===== config.mk =====
export PLATFORM = sky130hd
export DESIGN_NAME = pattern_serializer
export DESIGN_NICKNAME = d
export VERILOG_FILES = /design/src/rtl/pattern_serializer.sv
export SDC_FILE = /design/constraint.sdc
export NUM_CORES = 1
export LEC_CHECK = 0
export ABC_AREA = 1
export CAP_MARGIN = 0
export CORE_ASPECT_RATIO = 1.2
export CORE_UTILIZATION = 50
export DETAILED_ROUTE_END_ITERATION = 10
export GPL_ROUTABILITY_DRIVEN = 1
export PLACE_DENSITY_LB_ADDON = 0.25
export SLEW_MARGIN = 30
export SYNTH_ARGS = -nofsm -noshare
export SYNTH_HDL_FRONTEND = slang
export SYNTH_SLANG_ARGS = --single-unit
export TNS_END_PERCENT = 1

===== constraint.sdc =====
create_clock -name CLK -period 2.05 [get_ports CLK]
set_input_delay 0.205 -clock CLK [delete_from_list [all_inputs] [get_ports CLK]]
set_output_delay 0.205 -clock CLK [all_outputs]
set_load 0.02 [all_outputs]

===== src/rtl/pattern_serializer.sv =====
// Parallel-to-serial converter: one holding register feeding one shift register,
// with a stall input from the downstream stage and a saturating word counter.
module pattern_serializer #(
   parameter int WIDTH     = 8,
   parameter bit MSB_FIRST = 1'b1
) (
   input  logic             CLK,
   input  logic             RST,
   input  logic [WIDTH-1:0] DATA_IN,
   input  logic             DATA_VALID,
   output logic             DATA_READY,
   input  logic             SHIFT_EN,
   output logic             DOUT,
   output logic             DOUT_VALID,
   output logic             BUSY,
   output logic [15:0]      WORD_CNT,
   output logic [1:0]       DBG_STATE
);

   // Handshake: a word moves from DATA_IN into the holding register on a posedge
   // where DATA_VALID & DATA_READY; DATA_READY never depends on DATA_VALID.

   localparam int CW = $clog2(WIDTH);
   localparam logic [CW-1:0] LAST_BIT = CW'(WIDTH - 1);

   typedef enum logic [1:0] {
      S_IDLE          = 2'b00,
      S_LOADED        = 2'b01,
      S_SHIFTING      = 2'b10,
      S_SHIFTING_PEND = 2'b11
   } state_t;

   state_t           r_state;
   state_t           w_next_state;
   logic [WIDTH-1:0] r_hr;
   logic [WIDTH-1:0] r_sr;
   logic [CW-1:0]    r_cnt;
   logic             r_dout;
   logic [15:0]      r_word_cnt;

   logic             w_hr_full;
   logic             w_sr_active;
   logic             w_accept;
   logic             w_advance;
   logic             w_last;
   logic             w_load;
   logic             w_first_bit;
   logic             w_next_bit;
   logic [WIDTH-1:0] w_sr_shifted;

   assign w_hr_full   = (r_state == S_LOADED) || (r_state == S_SHIFTING_PEND);
   assign w_sr_active = (r_state == S_SHIFTING) || (r_state == S_SHIFTING_PEND);

   assign w_accept  = DATA_VALID & ~w_hr_full;
   assign w_advance = w_sr_active & SHIFT_EN;
   assign w_last    = w_advance & (r_cnt == LAST_BIT);
   // A pending word follows the last bit on the same edge, so there is no idle gap.
   assign w_load    = w_hr_full & (~w_sr_active | w_last);

   // The shift register keeps the bit on display at its outgoing end.
   assign w_first_bit  = MSB_FIRST ? r_hr[WIDTH-1] : r_hr[0];
   assign w_next_bit   = MSB_FIRST ? r_sr[WIDTH-2] : r_sr[1];
   assign w_sr_shifted = MSB_FIRST ? {r_sr[WIDTH-2:0], 1'b0} : {1'b0, r_sr[WIDTH-1:1]};

   always_ff @(posedge CLK) begin
      if (RST) begin
         r_state <= S_IDLE;
      end else begin
         r_state <= w_next_state;
      end
   end

   always_comb begin
      w_next_state = r_state;
      case (r_state)
         S_IDLE: begin
            if (w_accept) w_next_state = S_LOADED;
         end
         S_LOADED: begin
            w_next_state = S_SHIFTING;
         end
         S_SHIFTING: begin
            if (w_last) begin
               w_next_state = w_accept ? S_LOADED : S_IDLE;
            end else if (w_accept) begin
               w_next_state = S_SHIFTING_PEND;
            end
         end
         S_SHIFTING_PEND: begin
            if (w_last) w_next_state = S_SHIFTING;
         end
         default: w_next_state = S_IDLE;
      endcase
   end

   always_ff @(posedge CLK) begin
      if (RST) begin
         r_hr       <= '0;
         r_sr       <= '0;
         r_cnt      <= '0;
         r_dout     <= 1'b0;
         r_word_cnt <= '0;
      end else begin
         if (w_accept) r_hr <= DATA_IN;

         if (w_load) begin
            r_sr   <= r_hr;
            r_cnt  <= '0;
            r_dout <= w_first_bit;
         end else if (w_last) begin
            r_cnt  <= '0;
            r_dout <= 1'b0;
         end else if (w_advance) begin
            r_sr   <= w_sr_shifted;
            r_cnt  <= r_cnt + CW'(1);
            r_dout <= w_next_bit;
         end

         if (w_last && (r_word_cnt != 16'hFFFF)) r_word_cnt <= r_word_cnt + 16'd1;
      end
   end

   assign DATA_READY = ~w_hr_full & ~RST;
   assign DOUT       = r_dout;
   assign DOUT_VALID = w_sr_active;
   assign BUSY       = w_hr_full | w_sr_active;
   assign WORD_CNT   = r_word_cnt;
   assign DBG_STATE  = r_state;

endmodule


**The clock network**

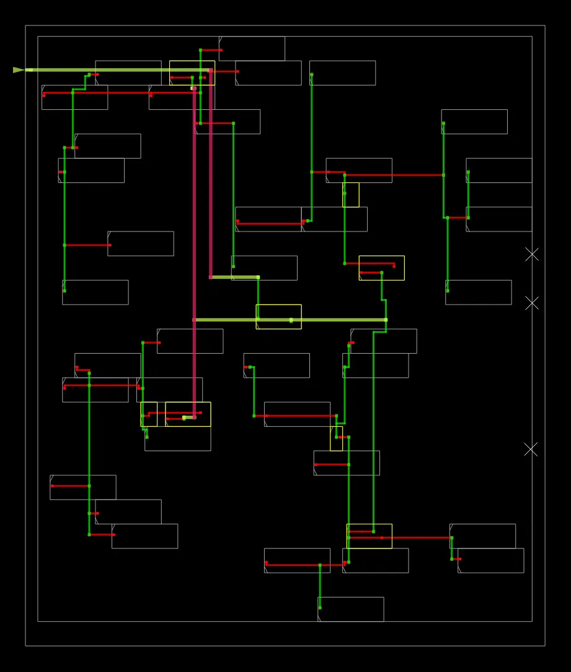
flop count: 37
Late-Pin Clk Latency: 0.29 ns
clk_buf instances: 6
clock skew: 0.00742 ns

**Clock distribution**

Scale bar: 20 microns.
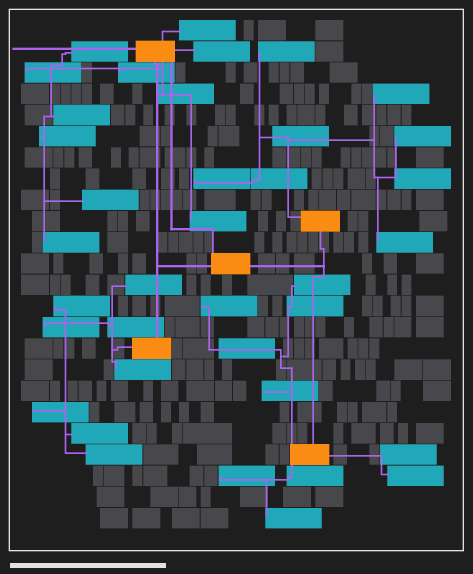
[cyan] flip-flops | count: 37
[orange] clock-net drivers | count: 5
[purple] clock wires | length: 457 microns
routed clock nets: 6
flops lie: all over the die

**Cells by drive strength**

Scale bar: 20 microns.
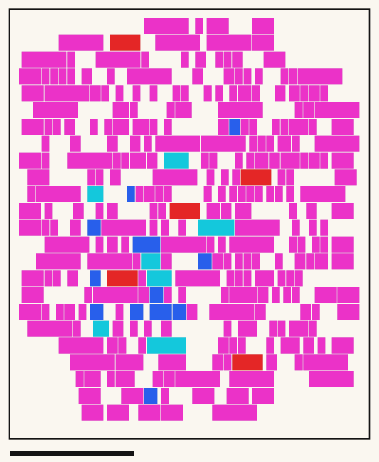
| color | size | cells | share |
|---|---|---|---|
| red | x6 and larger | 5 | 1.6% |
| cyan | x3 and x4 | 7 | 2.3% |
| blue | x2 | 12 | 3.9% |
| magenta | x1 and smaller | 281 | 92% |

==> changes_impl.md <==
### Changed

- Core area: 3600 sq um
- R2R setup slack: 0.38 ns
- Failing checks: design-rule violations
- DRC violations left: 3
- Number of synthesized register bits: 37
- Buffers plus inverters on the worst setup path: 1
- CP top delay family: buffers and inverters
- Worst Hold Launch: r_sr[0]$_SDFFE_PP0P_
- Crit Path Class: register to output port
- Count of input and output buffers: 33
- Unrepaired setup endpoints after global routing: no
- DP HPWL: 2750 microns
- Die Wd: 58.0 microns
- WL final: 3760 microns
- Final Cell Area: 2300 sq um
- Crit path capture type: output port
- Synth mux share: 0%
- Global-route wire length before repair: 6690 microns
- Final setup TNS: 0 ns
- Post-synthesis chip area from yosys: 1880 sq um
- Diodes inserted: 0
- Highest metal used: met4
- Drt wl/cell: 10.9 microns
- Avg Cell Area, Syn: 7.03 sq um
- Most numerous logic cell after layout: nand2_1
- Outcome: finished, violations left
- Pleak: 0.000934 uW
- DP Area: 2210 sq um
- Critical Path Start Type: register
[metrics by stage]
step / setup slack (ns) / power [uW] / hold WS, ns / utilization, %
after floorplan: 0.399 / 931 / 0.340 / -
after global placement: 0.381 / 990 / 0.451 / 61.5
after detailed placement: 0.321 / 995 / 0.458 / 61.5
after CTS: 0.266 / 1480 / 0.466 / 63.7
after global routing: 0.143 / 1540 / 0.481 / 63.7
final: 0.284 / 1460 / 0.466 / 63.7
[kinds of logic (layout without fill, tap and decap cells)]
family	count (synthesis)	in the layout
and+or+nand+nor	150	150
DFF	37	37
AOI/OAI and AO/OA	36	36
buffers and inverters	35	72
xor gates and xnor gates	7	7
adders and majority gates	3	3
[final cells by class]
class / count / area share (%)
clock inverters: 2 / 0.436
clock buffers: 6 / 3.16
flip-flops and latches: 37 / 32.2
repair buffers: 35 / 15.0
well taps: 39 / 2.12
multi-input cells: 196 / 42.0
inverters: 29 / 4.96
[synth_stat cells (all sizes together)]
cell | count | area share [%]
nand3 | 18 | 5.7
dfxtp | 37 | 39
o21ai | 9 | 3.0
clkinv | 1 | 0.47
dlygate4sd1 | 1 | 0.47
nand3b | 1 | 0.40
a211oi | 1 | 0.40
nand4 | 5 | 1.7
a21oi | 21 | 5.6
nand2 | 76 | 16
or2 | 2 | 0.66
xor2 | 5 | 2.3
nor2 | 47 | 9.9
buf | 3 | 1.9
xnor2 | 2 | 0.93
inv | 28 | 5.6
o211ai | 5 | 2.3
clkbuf | 2 | 0.93
nor3b | 1 | 0.40
ha | 3 | 2.0
[where the power goes]
part,total (uW),internal (uW),leakage (uW),switching [uW]
Clock,482,235,0.0000450,247
Combinational,200,87.9,0.000587,112
Sequential,778,755,0.000302,22.6
Total,1460,1080,0.000934,381
Power figures rest on the tool's default switching activity, not on a simulated workload.
